Signal wires on met1:
Scale bar: 50 um. Supply wires on this layer in grey.
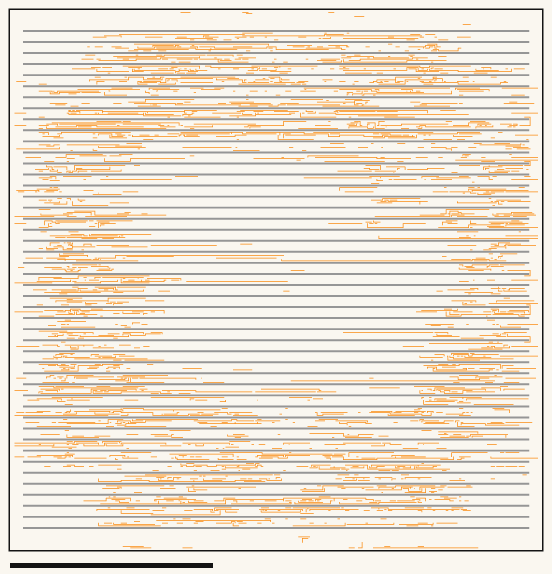
Met2 routing:
Scale bar: 50 um.
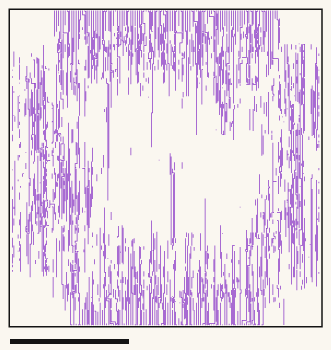
Design relu_rr_scheduler, sky130hd; sources not shown.
==> flow_summary_export.csv <==
group,metric,value,unit
final_layout,drive_gt1_share,9.78,%
floorplanning,placementRows,45,
setup_path,cell_with_the_most_instances_on_the_worst_path,"clkdlybuf4s50_1",
setup_path,cp_max_fo,6,
final_layout,finalInstanceArea,8040,um^2
final_layout,n_antenna_cell,0,
route,wl_met1,7.39,mm
final_layout,comb_area_share,29.3,%
outcome,run_status,"completed",
timing,final.min_clock_period,2.65,ns
final_layout,dominant_cells,"non-clock buffers",
final_layout,register_fraction_of_the_total_cell_area,17.2,%
power_and_ir_drop,seqPwrFrac,26.0,%
power_and_ir_drop,powerClk,1.25,mW
route,drt.antenna.violating_nets,0,
setup_path,cp_top_family,"buffers and inverters",
final_layout,num-nonclk-inverters,2,
timing,final_min_period_over_clock_period,98.0,%
timing,report.final.setup_viol,0,
global_route,grt_max_degree,47,
power_and_ir_drop,clock_power_share,23.8,%
setup_path,worst_path_max_delay_cell,"or4_4",
setup_path,critical_path_arrival,2.38,ns
logic_synthesis,xor_area_share,0,%
timing,tns,0,ns
final_layout,final-instance-count-excl-fill,998,
timing,maxSlewViolCount,0,
-- 'signal wires on met1' (at the start) --
share of all routed wire: 40%
nets with wire on the layer: 924
wire length on this layer: 7390 um
main direction: horizontal
met1 demand-to-capacity share in global routing: 23.7%
total wirelength of the detailed-routed design: 18.6 mm
via total after detailed routing: 4999

-- 'met2 routing' (at the start) --
main direction: vertical
share of all routed wire: 50%
wire length on this layer: 9310 um
nets with wire on the layer: 867
longest straight run: 49.3 um
met2 usage: 34.6%

